`src/rtl/rr_decoder_scheduler.sv`:
```
// Round-robin owner of a shared 3x8 decoder bus: registered sel/en/gnt with one dead cycle between owners.
// Optional hold budget (MAX_HOLD cycles, timeout pulse) enabled by defining RRS_TIMEOUT_EN.
module rr_decoder_scheduler #(
  parameter int unsigned MAX_HOLD = 16,
  parameter int unsigned HOLD_W   = 5
) (
  input  logic       clk_i,
  input  logic       reset_i,
  input  logic [7:0] req_i,
  output logic [2:0] sel_o,
  output logic       en_o,
  output logic [7:0] gnt_o,
  output logic       busy_o,
  output logic       timeout_o
);

  if ((1 << HOLD_W) <= MAX_HOLD || MAX_HOLD < 1 || MAX_HOLD > 31) begin : g_bad_hold
    $error("MAX_HOLD must be 1..31 and fit in HOLD_W bits");
  end

  typedef enum logic [1:0] {StIdle, StGrant, StGap} state_e;

  state_e     state_q, state_d;
  logic [2:0] ptr_q, ptr_d;
  logic [2:0] sel_q, sel_d;
  logic       en_q, en_d;
  logic [7:0] gnt_q, gnt_d;
  logic       busy_q, busy_d;

  logic       found;
  logic [2:0] idx;
  logic [2:0] cand;

  // First asserted request scanning ptr, ptr+1, ... modulo 8.
  always_comb begin
    found = 1'b0;
    idx   = ptr_q;
    cand  = ptr_q;
    for (int i = 0; i < 8; i++) begin
      cand = ptr_q + 3'(i);
      if (!found && req_i[cand]) begin
        found = 1'b1;
        idx   = cand;
      end
    end
  end

`ifdef RRS_TIMEOUT_EN
  logic [HOLD_W-1:0] cnt_q, cnt_d;
  logic              timeout_q, timeout_d;
  logic              budget_spent;

  assign budget_spent = (cnt_q == HOLD_W'(MAX_HOLD - 1));
`else
  logic budget_spent;

  assign budget_spent = 1'b0;
`endif

  always_comb begin
    state_d = state_q;
    ptr_d   = ptr_q;
    sel_d   = sel_q;
    en_d    = en_q;
    gnt_d   = gnt_q;
    busy_d  = busy_q;
`ifdef RRS_TIMEOUT_EN
    cnt_d     = cnt_q;
    timeout_d = 1'b0;
`endif
    unique case (state_q)
      StIdle, StGap: begin
        if (found) begin
          state_d = StGrant;
          sel_d   = idx;
          en_d    = 1'b1;
          gnt_d   = 8'b1 << idx;
          busy_d  = 1'b1;
`ifdef RRS_TIMEOUT_EN
          cnt_d   = '0;
`endif
        end else begin
          state_d = StIdle;
          en_d    = 1'b0;
          gnt_d   = 8'b0;
          busy_d  = 1'b0;
        end
      end
      StGrant: begin
        // Release takes precedence over the budget, so no pulse when both coincide.
        if (!req_i[sel_q] || budget_spent) begin
          state_d = StGap;
          en_d    = 1'b0;
          gnt_d   = 8'b0;
          busy_d  = 1'b0;
          ptr_d   = sel_q + 3'd1;
`ifdef RRS_TIMEOUT_EN
          timeout_d = req_i[sel_q];
`endif
        end else begin
`ifdef RRS_TIMEOUT_EN
          cnt_d = cnt_q + 1'b1;
`endif
        end
      end
      default: begin
        state_d = StIdle;
        en_d    = 1'b0;
        gnt_d   = 8'b0;
        busy_d  = 1'b0;
      end
    endcase
  end

  always_ff @(posedge clk_i or posedge reset_i) begin
    if (reset_i) begin
      state_q <= StIdle;
      ptr_q   <= 3'b000;
      sel_q   <= 3'b000;
      en_q    <= 1'b0;
      gnt_q   <= 8'b0;
      busy_q  <= 1'b0;
    end else begin
      state_q <= state_d;
      ptr_q   <= ptr_d;
      sel_q   <= sel_d;
      en_q    <= en_d;
      gnt_q   <= gnt_d;
      busy_q  <= busy_d;
    end
  end

`ifdef RRS_TIMEOUT_EN
  always_ff @(posedge clk_i or posedge reset_i) begin
    if (reset_i) begin
      cnt_q     <= '0;
      timeout_q <= 1'b0;
    end else begin
      cnt_q     <= cnt_d;
      timeout_q <= timeout_d;
    end
  end

  assign timeout_o = timeout_q;
`else
  assign timeout_o = 1'b0;
`endif

  assign sel_o  = sel_q;
  assign en_o   = en_q;
  assign gnt_o  = gnt_q;
  assign busy_o = busy_q;

endmodule
```
`config.mk`:
```
export PLATFORM = sky130hd
export DESIGN_NAME = rr_decoder_scheduler
export DESIGN_NICKNAME = d
export VERILOG_FILES = /design/src/rtl/rr_decoder_scheduler.sv
export SDC_FILE = /design/constraint.sdc
export NUM_CORES = 1
export LEC_CHECK = 0
export CAP_MARGIN = 20
export CORE_UTILIZATION = 59
export DETAILED_ROUTE_END_ITERATION = 12
export GPL_TIMING_DRIVEN = 0
export PLACE_DENSITY = 0.95
export SLEW_MARGIN = 20
export SYNTH_ARGS = -nofsm -noshare
export SYNTH_HDL_FRONTEND = slang
export SYNTH_SLANG_ARGS = --single-unit
export TNS_END_PERCENT = 5
```
`constraint.sdc`:
```
create_clock -name clk_i -period 7.85 [get_ports clk_i]
set_input_delay 2.355 -clock clk_i [delete_from_list [all_inputs] [get_ports clk_i]]
set_output_delay 2.355 -clock clk_i [all_outputs]
set_load 0.005 [all_outputs]
```
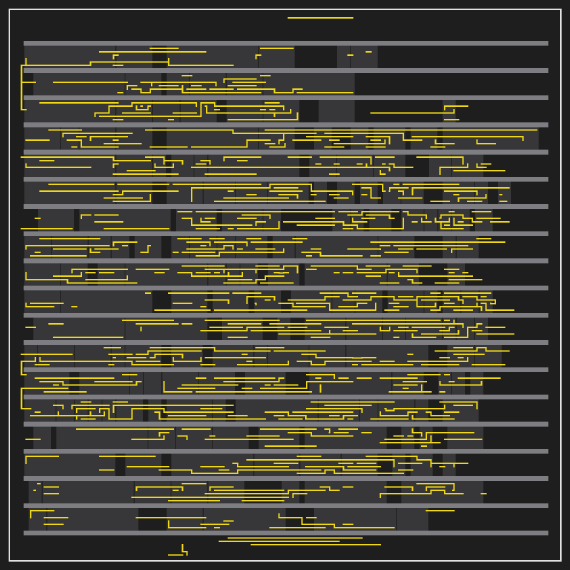
Figure 1: run 1, the metal 1 layer.
Scale: 10 px per um. Supply wires on this layer in gray. Cells faint in the background.
The layer carries 1900 um of wire. The layer holds 42% of the routed length.

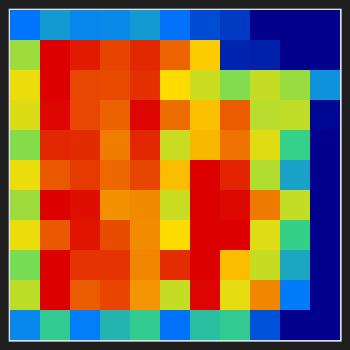
Figure 2: run 1, placement density heat map.
Scale: 6 px per um. The die is cut into 11 by 11 equal tiles; dark blue is low, red is high, 0 to 100% covered.
12% of the tiles are nearly empty. The emptiest ninth of the die: north-east. The mean over all tiles is 63%. 46% of the tiles are over 75% full.
FP Util: 0.646
final core occ: 0.760
CORE AREA: 0.00257 sq mm

==> results.cfg, run 1 <==
; implementation run metrics
[die]
rows = 18
taps = 30
die-area_sq_mm = 0.00303
die_h_um = 55.0
die_w_um = 55.0

[final_layout]
num-multi-input-gates = 133
final_cell_mix = clkdlybuf4s50_1, dfrtp_1, nand2_1
sh_seq_area = 0.205
largest_class = multi-input combinational cells
flop_area_sq_um = 400
comb_share = 0.606
fin_area_sq_mm = 0.00195
insertedDiodeCount = 0
area_growth_pct = 17.7
inverters_excl_clock = 7
lay_top_count = clkdlybuf4s50_1
seq_cell_count = 16
fillers = 163
comb_area_sq_mm = 0.00118
final_cells = 221
buffers = 31

[pwr]
p_comb_frac = 0.807
power_frac_seq = 0.141
p_switching_uw = 526
leakagePower_uw = 0.000776
powerComb_uw = 838
sw_frac_of_total = 0.506
clockPowerShare = 0.053
power.density_mw_per_mm2 = 532
clock_power_uw = 54.5
ir_drop_mv = 0.422
maxPowerGroup = combinational cells
finalPower_uw = 1040

[drt]
drc = 0
wl_met1_um = 1900
drt-total-wl_um = 4560
routed.top_layer = met4
wl_per_cell_um = 20.6
vias = 1594
drt_iter0_drc = 58
viasPerCell = 7.21
ant_nets = 0

[grt]
grtUsageMet2 = 0.562
grt_first_pass_wirelength_um = 7070
grt_use_met1 = 0.435
antenna_found_initial = 0
grt_pass1_vias = 1483
top_usage_layer = met2
grt_max_degree = 17

[final_timing]
setup-tns-final_ps = 0
slew_viol_final = 0
worstMarginPinSlew_ps = 930
final-setup-viol-count = 0
fin_crit_ps = 5370
hold_ws_ps = 498
relSlewSlack = 0.379
fin_skew_ps = 2.24
timing.fmax_mhz = 186
rsz0062_at_grt = false
hold_violations = 0

[place]
placedInstanceArea_sq_mm = 0.00192
place.gp.congestion = 0.925
hpwl_um = 3450
placedCellCount = 217

[logic_synthesis]
common_cells = dfrtp_1, nand2_1, mux4_2
synthSimpleGateAreaFrac = 0.121
ys_cells = 165
ys.flops = 16
ys_warn_count = 0
mux_share = 0.304
ys_seq_frac = 0.242
avgSynthCellArea_sq_um = 10.0
synth_nets = 178
fa_ha_area_frac = 0.0226
yosys.area.top_type = dfrtp_1
edf_count = 0
top_cell = dfrtp_1
yosys_area_sq_mm = 0.00166
xor_share = 0.0264
synth.distinct_cells = 46
synth_area_sq_mm = 0.00166
synthArstFlopShare = 1.00

[critical_path]
r2r-start = ptr_q[0]$_DFFE_PP0P_
cp-end-kind = register
critPathKind = in2reg
crit_path_cell_trace = clkdlybuf4s50_1, mux2_2, mux4_2, o32a_4, nor3_1, a41o_1, nor2_1, a32o_1
r2r_slack_ps = 2780
cp-start-kind = input port
critical-path-top-delay-family = AND-OR/OR-AND gates
crit_start = req_i[6]
rr_endpoint = gnt_o[5]$_DFFE_PP0P_
crit_end = gnt_o[5]$_DFFE_PP0P_
cp.depth = 8
cp_num_buf_inv = 1
cp_slowest_cell = clkdlybuf4s50_1
worstPathRequired_ps = 8030

[worst_hold_path]
holdPathStages = 1
whs_endpoint = gnt_o[6]$_DFFE_PP0P_
hold_class = reg2reg
hold_path.startpoint = gnt_o[6]$_DFFE_PP0P_

[clock_tree]
htree_levels = 1
clock_latency_ps = 290
cts_setup_buffers = 0
clk_path_buf_depth = 2
tritoncts = yes
root_buffer = clkbuf_4
clk_pin_slew_ps = 90
numCtsBuffers = 3
post_cts_resize_count = 0
ctsHoldBuffers = 0

[run]
drv_cap = 0

[status]
status = finished clean
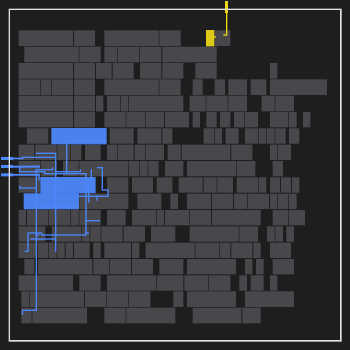
Figure 3: run 1, nets reached from selected ports.
Scale: 6 px per um.
timeout_o: shown in yellow, bits 1, direction output, end cells 1, wire 4.80 um. sel_o: shown in blue, bits 3, direction output, end cells 3, wire 154 um.
I/O pin cnt: 24
Port Buffers: 22

Figure 4. Placed standard cells (run 1).
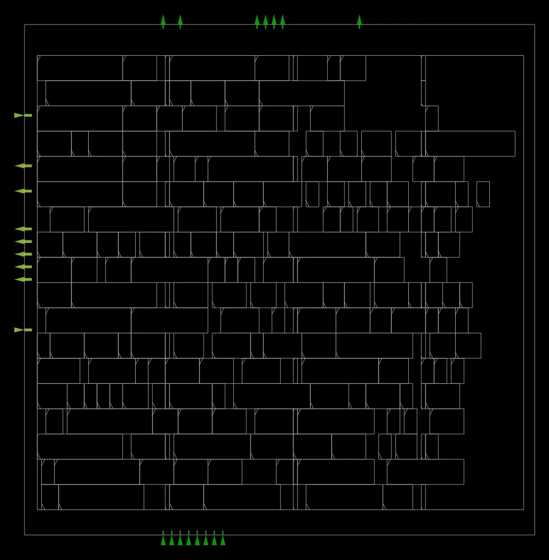

==> run 2: changes to the inputs <==
--- a/config.mk
+++ b/config.mk
@@ -6,10 +6,10 @@
 export NUM_CORES = 1
 export LEC_CHECK = 0
 export CAP_MARGIN = 20
-export CORE_UTILIZATION = 59
+export CORE_UTILIZATION = 55
 export DETAILED_ROUTE_END_ITERATION = 12
 export GPL_TIMING_DRIVEN = 0
-export PLACE_DENSITY = 0.95
+export PLACE_DENSITY = 0.91
 export SLEW_MARGIN = 20
 export SYNTH_ARGS = -nofsm -noshare
 export SYNTH_HDL_FRONTEND = slang
==> constraint.sdc (replaced) <==
create_clock -name clk_i -period 5.5 [get_ports clk_i]
set_input_delay 1.65 -clock clk_i [delete_from_list [all_inputs] [get_ports clk_i]]
set_output_delay 1.65 -clock clk_i [all_outputs]
set_load 0.005 [all_outputs]
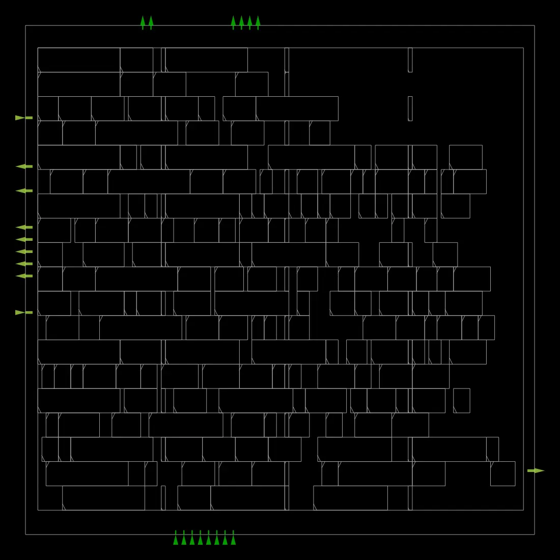
Figure 5: run 2, placed standard cells.
Seq area share: 0.204
final core occ: 0.698
CORE AREA: 0.00281 sq mm
FILL cells: 196

==> results.cfg, run 2 <==
; implementation run metrics
[status]
status = finished clean

[final_layout]
final_cell_mix = clkdlybuf4s50_1, dfrtp_1, nand2_1
area_growth_pct = 18.1
lay_top_count = clkdlybuf4s50_1
comb_share = 0.607
seq_cell_count = 16
fin_area_sq_mm = 0.00196
largest_class = multi-input combinational cells
inverters_excl_clock = 7

[die]
fp_util = 0.591
die_h_um = 56.9
io_pins = 24

[pwr]
p_comb_frac = 0.805
power.density_mw_per_mm2 = 757
maxPowerGroup = combinational cells
finalPower_uw = 1480
sw_frac_of_total = 0.505
powerComb_uw = 1190
clock_power_uw = 77.2

[logic_synthesis]
synth.distinct_cells = 46
synthArstFlopShare = 1.00
fa_ha_area_frac = 0.0226
synth_nets = 178
synthSimpleGateAreaFrac = 0.121
ys.flops = 16
ys_seq_frac = 0.242
common_cells = dfrtp_1, nand2_1, mux4_2
yosys_area_sq_mm = 0.00166
xor_share = 0.0264

[clock_tree]
root_buffer = clkbuf_4
ctsHoldBuffers = 0
clk_path_buf_depth = 2
numCtsBuffers = 3
post_cts_resize_count = 0
clock_latency_ps = 290
htree_levels = 1
cts_setup_buffers = 0

[final_timing]
slew_viol_final = 0
fin_skew_ps = 12.4
hold_violations = 0
timing.fmax_mhz = 203
hold_ws_ps = 508
final-setup-viol-count = 0
relSlewSlack = 0.574

[drt]
wl_met1_um = 1890
vias = 1587
routed.top_layer = met4
ant_nets = 0
drc = 0
drt_iter0_drc = 137

[run]
drv_cap = 0

[place]
place.gp.congestion = 0.924
placedCellCount = 218
io_buffers = 22
placedInstanceArea_sq_mm = 0.00192

[grt]
grt_pass1_vias = 1539
grt_use_met1 = 0.417
antenna_found_initial = 0

[critical_path]
cp_num_buf_inv = 5
cp-start-kind = register
cp.depth = 13
crit_start = ptr_q[0]$_DFFE_PP0P_
critical-path-top-delay-family = buffers and inverters
crit_end = gnt_o[1]$_DFFE_PP0P_

[worst_hold_path]
whs_endpoint = gnt_o[3]$_DFFE_PP0P_
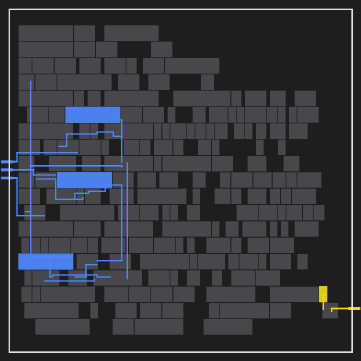
Figure 6: run 2, nets reached from selected ports.
Scale: 6 px per um.
sel_o: shown in blue, bits 3, direction output, end cells 3, wire 192 um. timeout_o: shown in yellow, bits 1, direction output, end cells 1, wire 6.30 um.

Figure 7. Cell sizes after repair (run 2).
Scale: 6 px per um.
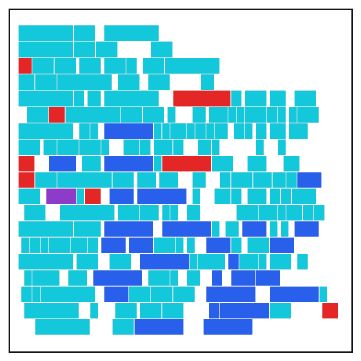

==> run 3: changes to the inputs <==
--- a/config.mk
+++ b/config.mk
@@ -6,10 +6,10 @@
 export NUM_CORES = 1
 export LEC_CHECK = 0
 export CAP_MARGIN = 20
-export CORE_UTILIZATION = 55
+export CORE_UTILIZATION = 43
 export DETAILED_ROUTE_END_ITERATION = 12
 export GPL_TIMING_DRIVEN = 0
-export PLACE_DENSITY = 0.91
+export PLACE_DENSITY = 0.76
 export SLEW_MARGIN = 20
 export SYNTH_ARGS = -nofsm -noshare
 export SYNTH_HDL_FRONTEND = slang
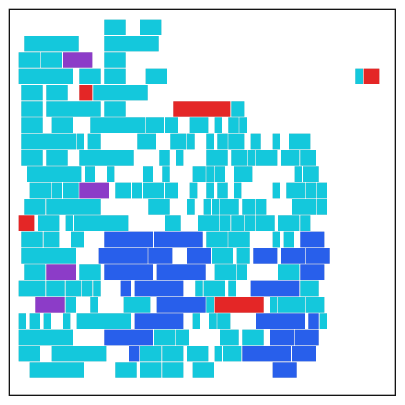
Figure 8: run 3, cell sizes after repair.
Scale: 6 px per um.
drive 6 and up: shown in purple, cells 4, share 2.1%, most used clkbuf_8. drive 1 or less: shown in cyan, cells 156, share 82%, most used clkdlybuf4s50_1. drive 3 to 4: shown in red, cells 5, share 2.6%, most used buf_4. drive 2: shown in blue, cells 26, share 14%, most used mux4_2.
bufs w/o clock: 31
area grow syn2layout: 20.2%
post-route setup slack: 598 ps

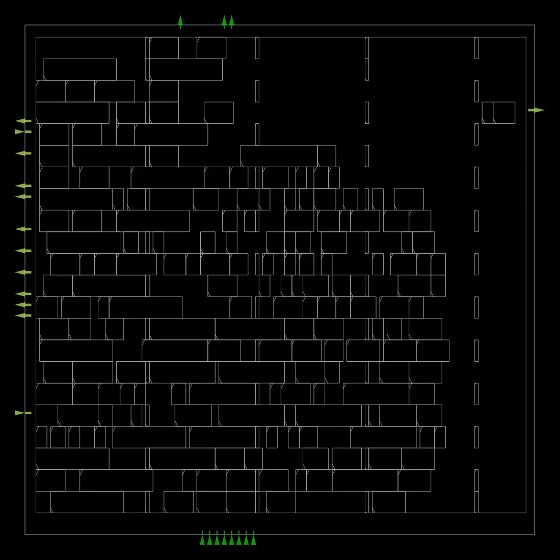
Figure 9: run 3, placed standard cells.
Rows: 22
Seq cells: 16
CORE AREA: 0.00369 sq mm

==> results.cfg, run 3 <==
; implementation run metrics
[critical_path]
ff2ff_path_depth = 13
critPathKind = reg2reg
r2r_slack_ps = 600
crit_end = gnt_o[5]$_DFFE_PP0P_
cp_slowest_cell = buf_1
cp-end-kind = register
worstPathRequired_ps = 5650
cp-start-kind = register
r2r-start = ptr_q[0]$_DFFE_PP0P_
crit_start = ptr_q[0]$_DFFE_PP0P_
cp_num_buf_inv = 5
rr_endpoint = gnt_o[5]$_DFFE_PP0P_
cp.depth = 13

[pwr]
finalPower_uw = 1460
ir_drop_mv = 0.398
leakagePower_uw = 0.000784
power_frac_seq = 0.141
p_comb_frac = 0.787
clockPowerShare = 0.072
powerComb_uw = 1150
p_switching_uw = 710
clock_power_uw = 105
power.density_mw_per_mm2 = 734
maxPowerGroup = combinational cells
sw_frac_of_total = 0.485

[final_timing]
worstMarginPinSlew_ps = 1000
setup-tns-final_ps = 0
fin_crit_ps = 4900
relSlewSlack = 0.331
hold_violations = 0
hold_ws_ps = 490
timing.fmax_mhz = 204
rsz0062_at_grt = false
slew_viol_final = 0
fin_skew_ps = 3.00

[logic_synthesis]
ys.flops = 16
synthArstFlopShare = 1.00
yosys.area.top_type = dfrtp_1
synth_area_sq_mm = 0.00166
synth_nets = 178
mux_share = 0.304
ys_cells = 165
ys_warn_count = 0
common_cells = dfrtp_1, nand2_1, mux4_2
xor_share = 0.0264
ys_seq_frac = 0.242
synthSimpleGateAreaFrac = 0.121
top_cell = dfrtp_1
avgSynthCellArea_sq_um = 10.0
yosys_area_sq_mm = 0.00166
synth.distinct_cells = 46
edf_count = 0

[final_layout]
finish.utilization = 0.540
final_cells = 239
lay_top_count = clkdlybuf4s50_1
flop_area_sq_um = 400
inverters_excl_clock = 7
largest_class = multi-input combinational cells
comb_share = 0.594
fin_area_sq_mm = 0.00199
final_cell_mix = clkdlybuf4s50_1, dfrtp_1, nand2_1
buffer_area_frac = 0.133
num-multi-input-gates = 133
insertedDiodeCount = 0
fillers = 340
sh_seq_area = 0.201
clock_buffers = 4

[die]
io_pins = 24
die_h_um = 64.1
die-area_sq_mm = 0.00411
fp_util = 0.449
die_w_um = 64.1
taps = 48

[grt]
grtUsageMet2 = 0.362
antenna_found_initial = 0
grt_pass1_vias = 1454
top_usage_layer = met2
grt_max_degree = 17
grt_first_pass_wirelength_um = 6810
grt_use_met1 = 0.287

[place]
hpwl_um = 3100
placedInstanceArea_sq_mm = 0.00194
place.gp.congestion = 0.890
placedCellCount = 235
io_buffers = 22

[drt]
wl_met1_um = 1770
ant_nets = 0
drt-total-wl_um = 4140
viasPerCell = 6.31
drc = 0
drt_iter0_drc = 79
first_pass_iters = 4
wl_per_cell_um = 17.3
vias = 1508
routed.top_layer = met4

[clock_tree]
tritoncts = yes
numCtsBuffers = 3
htree_levels = 1
clock_latency_ps = 260
ctsHoldBuffers = 0
clk_pin_slew_ps = 60
cts_setup_buffers = 0

[worst_hold_path]
holdPathStages = 1
hold_class = reg2reg
whs_endpoint = gnt_o[4]$_DFFE_PP0P_
hold_path.startpoint = gnt_o[4]$_DFFE_PP0P_

[status]
status = finished clean

[run]
drv_cap = 0
